$ cat config.mk
export PLATFORM = sky130hd
export DESIGN_NAME = dest_reg_tracker
export DESIGN_NICKNAME = d
export VERILOG_FILES = /design/src/rtl/dest_reg_tracker.sv
export SDC_FILE = /design/constraint.sdc
export NUM_CORES = 1
export LEC_CHECK = 0
export ABC_CLOCK_PERIOD_IN_PS = 1720
export CAP_MARGIN = 20
export CORE_MARGIN = 10
export CORE_UTILIZATION = 34
export DETAILED_ROUTE_END_ITERATION = 7
export PLACE_DENSITY = 0.82
export SYNTH_ARGS = -nofsm -noshare
export SYNTH_HDL_FRONTEND = slang
export SYNTH_SLANG_ARGS = --single-unit
$ cat constraint.sdc
create_clock -name Clk -period 1.72 [get_ports Clk]
set_input_delay 0.516 -clock Clk [delete_from_list [all_inputs] [get_ports Clk]]
set_output_delay 0.516 -clock Clk [all_outputs]
set_load 0.02 [all_outputs]
$ cat src/rtl/dest_reg_tracker.sv
// Destination-register tracker: EX/MEM and MEM/WB dest history, operand forwarding selects, load-use stall.
// Optional WB-stage forwarding is built when DEST_TRACK_WB_FWD_EN is defined.
module dest_reg_tracker #(
  parameter int REG_BITS = 5
) (
  input  logic                Clk,
  input  logic                Rst,
  input  logic [REG_BITS-1:0] DestRegEX,
  input  logic                RegWriteEX,
  input  logic                MemReadEX,
  input  logic                FlushEX,
  input  logic                Hold,
  input  logic [REG_BITS-1:0] RsEX,
  input  logic [REG_BITS-1:0] RtEX,
  input  logic [REG_BITS-1:0] RsID,
  input  logic [REG_BITS-1:0] RtID,
  input  logic                UsesRtID,
  output logic [REG_BITS-1:0] DestRegMEM,
  output logic [REG_BITS-1:0] DestRegWB,
  output logic                RegWriteMEM,
  output logic                RegWriteWB,
  output logic [1:0]          ForwardA,
  output logic [1:0]          ForwardB,
  output logic                LoadUseStall
);

  logic [REG_BITS-1:0] r_dest_mem;
  logic [REG_BITS-1:0] r_dest_wb;
  logic                r_we_mem;
  logic                r_we_wb;

  logic w_ex_nz;
  logic w_we_ex;
  logic w_a_mem;
  logic w_b_mem;
  logic w_a_wb;
  logic w_b_wb;
  logic w_rs_nz;
  logic w_rt_nz;

  assign w_ex_nz = (DestRegEX != '0);
  assign w_we_ex = RegWriteEX & ~FlushEX & w_ex_nz;
  assign w_rs_nz = (RsEX != '0);
  assign w_rt_nz = (RtEX != '0);

  always_ff @(posedge Clk) begin
    if (Rst) begin
      r_dest_mem <= '0;
      r_dest_wb  <= '0;
      r_we_mem   <= 1'b0;
      r_we_wb    <= 1'b0;
    end else if (!Hold) begin
      r_we_mem   <= w_we_ex;
      r_dest_mem <= FlushEX ? '0 : DestRegEX;
      r_we_wb    <= r_we_mem;
      r_dest_wb  <= r_dest_mem;
    end
  end

  assign w_a_mem = r_we_mem & (r_dest_mem == RsEX) & w_rs_nz;
  assign w_b_mem = r_we_mem & (r_dest_mem == RtEX) & w_rt_nz;

`ifdef DEST_TRACK_WB_FWD_EN
  assign w_a_wb = r_we_wb & (r_dest_wb == RsEX) & w_rs_nz;
  assign w_b_wb = r_we_wb & (r_dest_wb == RtEX) & w_rt_nz;
`else
  // write-first register file covers the WB distance
  assign w_a_wb = 1'b0;
  assign w_b_wb = 1'b0;
`endif

  always_comb begin
    ForwardA = 2'b00;
    ForwardB = 2'b00;
    if (w_a_mem)     ForwardA = 2'b10;
    else if (w_a_wb) ForwardA = 2'b01;
    if (w_b_mem)     ForwardB = 2'b10;
    else if (w_b_wb) ForwardB = 2'b01;
  end

  assign LoadUseStall = MemReadEX & w_we_ex &
                        ((DestRegEX == RsID) |
                         (UsesRtID & (DestRegEX == RtID)));

  assign DestRegMEM  = r_dest_mem;
  assign DestRegWB   = r_dest_wb;
  assign RegWriteMEM = r_we_mem;
  assign RegWriteWB  = r_we_wb;

endmodule
Figure 1. Pin map.
(8 px per um) Pins as bars across the die edge, other pins in grey.
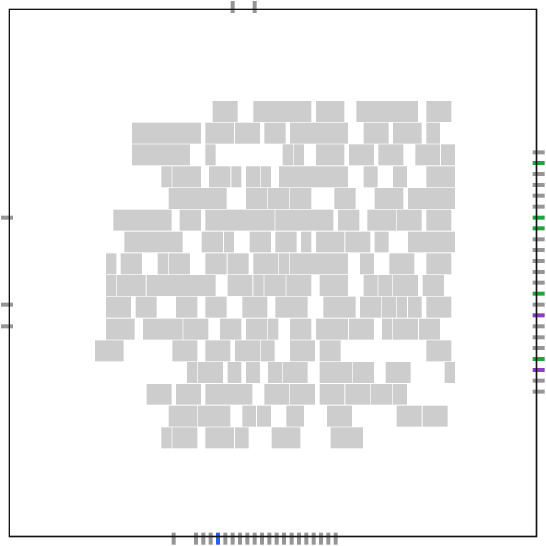
| port | colour | pins | direction | edge |
|---|---|---|---|---|
| ForwardB | purple | 2 | output | east |
| RsEX | green | 5 | input | east |
| LoadUseStall | blue | 1 | output | south |
vertical die dimension: 65.72 um
Die X: 65.72 um
number of buffers added on ports: 46

Figure 2. Close-up of the layout.
Region (20, 7) to (45, 32) um. Cells in grey, sequential cells in the stronger grey; small squares are vias.
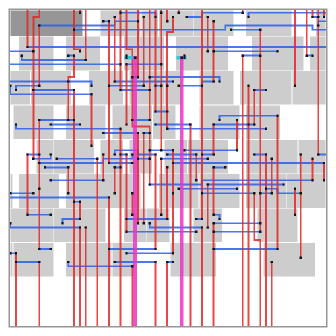
| layer | colour |
|---|---|
| met4 | magenta |
| met1 | blue |
| met2 | red |
| met3 | cyan |
most frequent: dlygate4sd2_1 (8)
cells with their middle in the window: 49
sequential cells in the window: 1
netlist names of flops here include: DestRegMEM (1)

Figure 3. Placed cells, one colour a class.
(6 px per um)
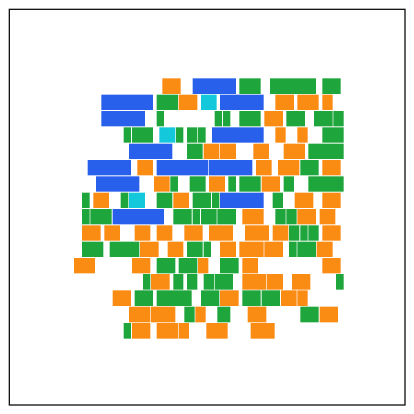
| class | colour | cells |
|---|---|---|
| other buffers and delay cells | orange | 64 |
| cells driving clock nets | cyan | 3 |
| flip-flops | blue | 12 |
| all other logic | green | 67 |

Figure 4. Routing congestion.
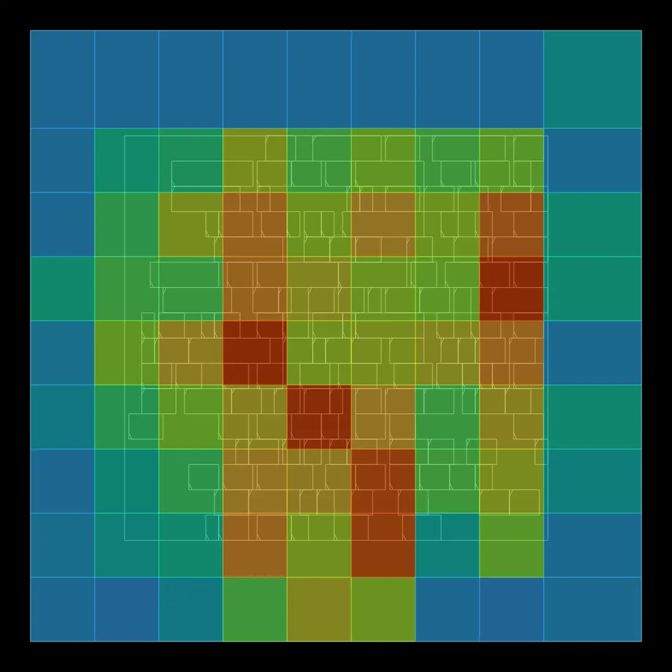
fraction of the core area covered by cells at the end of the flow: 0.6730
Routed wire per std cell: 15.64 um
GR Util All Layers: 0.1221
met3 Track Usage GR: 0.04237
met1 usage: 0.1361

==> qor.log <==
qor: sta.rsz0062_at_grt yes
qor: die.initial_core_util 0.3586
qor: clock_tree.numCtsBuffers 3
qor: layout.post_route_cells_drive_above_1_share 0.3219
qor: die.top_level_ports 49
qor: yosys.syn_area 710.7 um^2
qor: yosys.yosys_instances 85
qor: global_route.grt.overflow.total 0
qor: yosys.synthMostInstantiatedCell nor2_1
qor: setup_path.worstSetupPathType input port to output port
qor: detailed_routing.antenna_violating_nets_post_route 0
qor: clock_tree.clk_pin_slew 0.06 ns
qor: sta.final_hold_viols 0
qor: status.violations negative setup slack
qor: pwr.p_leak 0.6527 nW
qor: setup_path.critPathLaunch DestRegEX[4]
qor: yosys.topCellsByArea dfxtp_1 34%, xor2_1 16%, mux2i_1 9.9%
qor: sta.post-route-min-period 2.032 ns
qor: yosys.ys_async_sr_fraction 0
qor: global_route.antenna_violations_before_repair 0
qor: detailed_routing.routed-via-count 818
qor: yosys.synth-seq-cells 12
qor: sta.number_of_setup_violations_in_the_final_report 3
qor: pwr.power_density 499.5 nW/um^2
qor: layout.nNetsFinal 180
qor: setup_path.critical_path.cell_chain buf_6, xor2_1, nor4_1, nand3_1, a21oi_4, buf_6
qor: detailed_routing.drt_pre_antenna_iters 4
qor: sta.finalSetupTns -0.6748 ns
qor: setup_path.timing.critical_path.arrival 1.52 ns
qor: detailed_routing.detail_route.vias_per_cell 4.728
qor: placement.finalWeightedCongestion 0.8322
qor: detailed_routing.met2RoutedLength 1.318 mm
qor: detailed_routing.top_signal_layer_used met4
qor: setup_path.cpLargestDelayFamily simple AND/OR/NAND/NOR gates
qor: sta.final.setup_skew 0.004222 ns
qor: hold_path.hold_path_class flop to flop
qor: clock_tree.max-clock-path-buffers 2
qor: status.outcome complete, but fails checks
qor: setup_path.path_common_cell buf_6
qor: setup_path.timing.critical_path.slowest_stage_cell nor4_1
qor: yosys.register_share_after_synthesis 0.3380
qor: setup_path.r2r-start DestRegMEM[0]$_SDFFE_PP0N_
qor: hold_path.hold_path_startpoint DestRegWB[2]$_SDFFE_PP0N_
qor: setup_path.setup_crit_start_kind input port
qor: layout.post-route-cell-area 1334 um^2
qor: layout.layout_overhead_on_the_synthesized_area 87.68%
qor: yosys.avgSynthCellArea 8.361 um^2
qor: sta.fin_ws -0.3124 ns
qor: setup_path.critical_path_peak_fanout 3
qor: yosys.synthesis.instances 85
qor: die.die_area 4319 um^2
qor: layout.fill_cells 168
qor: layout.insertedDiodeCount 0
qor: detailed_routing.met3_length 196 um
qor: clock_tree.cts_htree_levels 1
qor: yosys.largest_area_cell dfxtp_1
qor: die.core-area 1982 um^2
qor: setup_path.max_stage_delay 0.31 ns
qor: clock_tree.tritoncts_clock_tree done
qor: setup_path.path_buffers 2
qor: clock_tree.clock-sinks 12
qor: yosys.netlist.area_leader.share 0.3380
qor: yosys.synthFlopType dfxtp_1
qor: detailed_routing.route.final.wire_length 2.705 mm
qor: detailed_routing.drc 0
qor: yosys.yosysWarningCount 0
qor: sta.max_freq 492.0 MHz
qor: clock_tree.clk_ins_delay_skew_pair 0.27 ns
qor: detailed_routing.m1WireLength 1.125 mm
qor: yosys.enable_flop_cells 0
qor: run.cap_violations 0
qor: setup_path.critical_path_required 1.20 ns
per-layer routing:
metal | global-route usage | vias to the layer above
met3 | 0.04237 | 6
li1 | - | 404
met5 | 0 | -
met1 | 0.1361 | 372
met2 | 0.2041 | 36
met4 | 0.05348 | 0
logic make-up (layout without fill, tap and decap cells):
logic type,count (synthesis),count (layout),synth area share
mux,7,7,0.09860
simple gates,31,31,0.1972
compound gates,9,9,0.07746
buf+inv,7,67,0.06162
flops,12,12,0.3380
other cells,1,2,0.005277
xor+xnor,18,18,0.2218
state kept, by name, summed over array words and instances, names as in the netlist:
signal	count
RegWriteMEM	1
RegWriteWB	1
DestRegWB	5
DestRegMEM	5
cells in the final DEF (no fill, tap or decap), drive strengths merged, types with 5 or more instances in the layout:
master        n
a21oi         5
buf          31
clkbuf        5
dfxtp        12
dlygate4sd2  23
mux2i         7
nor2         16
nor3          6
xnor2         5
xor2         13
stage by stage:
stage	utilization	instances	hold slack (ns)	power [mW]	setup slack (ns)
floorplan	-	86	0.5884	0.3846	-0.05149
global placement	0.6578	169	0.4766	0.5120	-1.159
detailed placement	0.6578	169	0.4824	0.5187	-1.204
CTS	0.6610	173	0.4951	0.6670	-0.3018
global route	0.6730	173	0.5307	0.7088	-0.3677
finish	0.6730	173	0.4887	0.6662	-0.3124
path summary, 6_finish.rpt:
kind | end | slack [ns] | cells after the start
max | LoadUseStall | -0.31 | 6
min | DestRegWB[2]$_SDFFE_PP0N_ | 0.49 | 2
max reg2reg | DestRegMEM[0]$_SDFFE_PP0N_ | 0.85 | 3
min reg2reg | DestRegWB[2]$_SDFFE_PP0N_ | 0.49 | 2
power breakdown:
part | switching (mW) | total, mW | leakage, nW | internal [mW]
Sequential | 0.0116 | 0.294 | 0.100 | 0.282
Combinational | 0.0913 | 0.207 | 0.539 | 0.116
Clock | 0.0844 | 0.165 | 0.0138 | 0.0809
repair_timing:
item / 4_1_cts / 5_1_grt
hold endpoints to repair: 0 / 0
resized: 103 / 10
hold buffers: 0 / 0
setup endpoints to repair: 15 / 4
pin swaps: 24 / 11
buffers inserted: 1 / 0
worst reg2reg max path: cells and delay by family, from the launching register on:
family / cells / cell delay [ns]
flip-flops: 1 / 0.38
AND/OR/NAND/NOR: 1 / 0.05
AND-OR/OR-AND: 1 / 0.18
buffers and inverters: 1 / 0.14
cell type report:
type	count	area (um^2)	area share
Multi-Input combinational cell	67	488.0	0.3659
Timing Repair Buffer	64	534.3	0.4006
Clock buffer	3	22.52	0.01689
Tap cell	27	33.78	0.02533
Sequential cell	12	255.2	0.1914
Power and IR drop assume default switching activity.
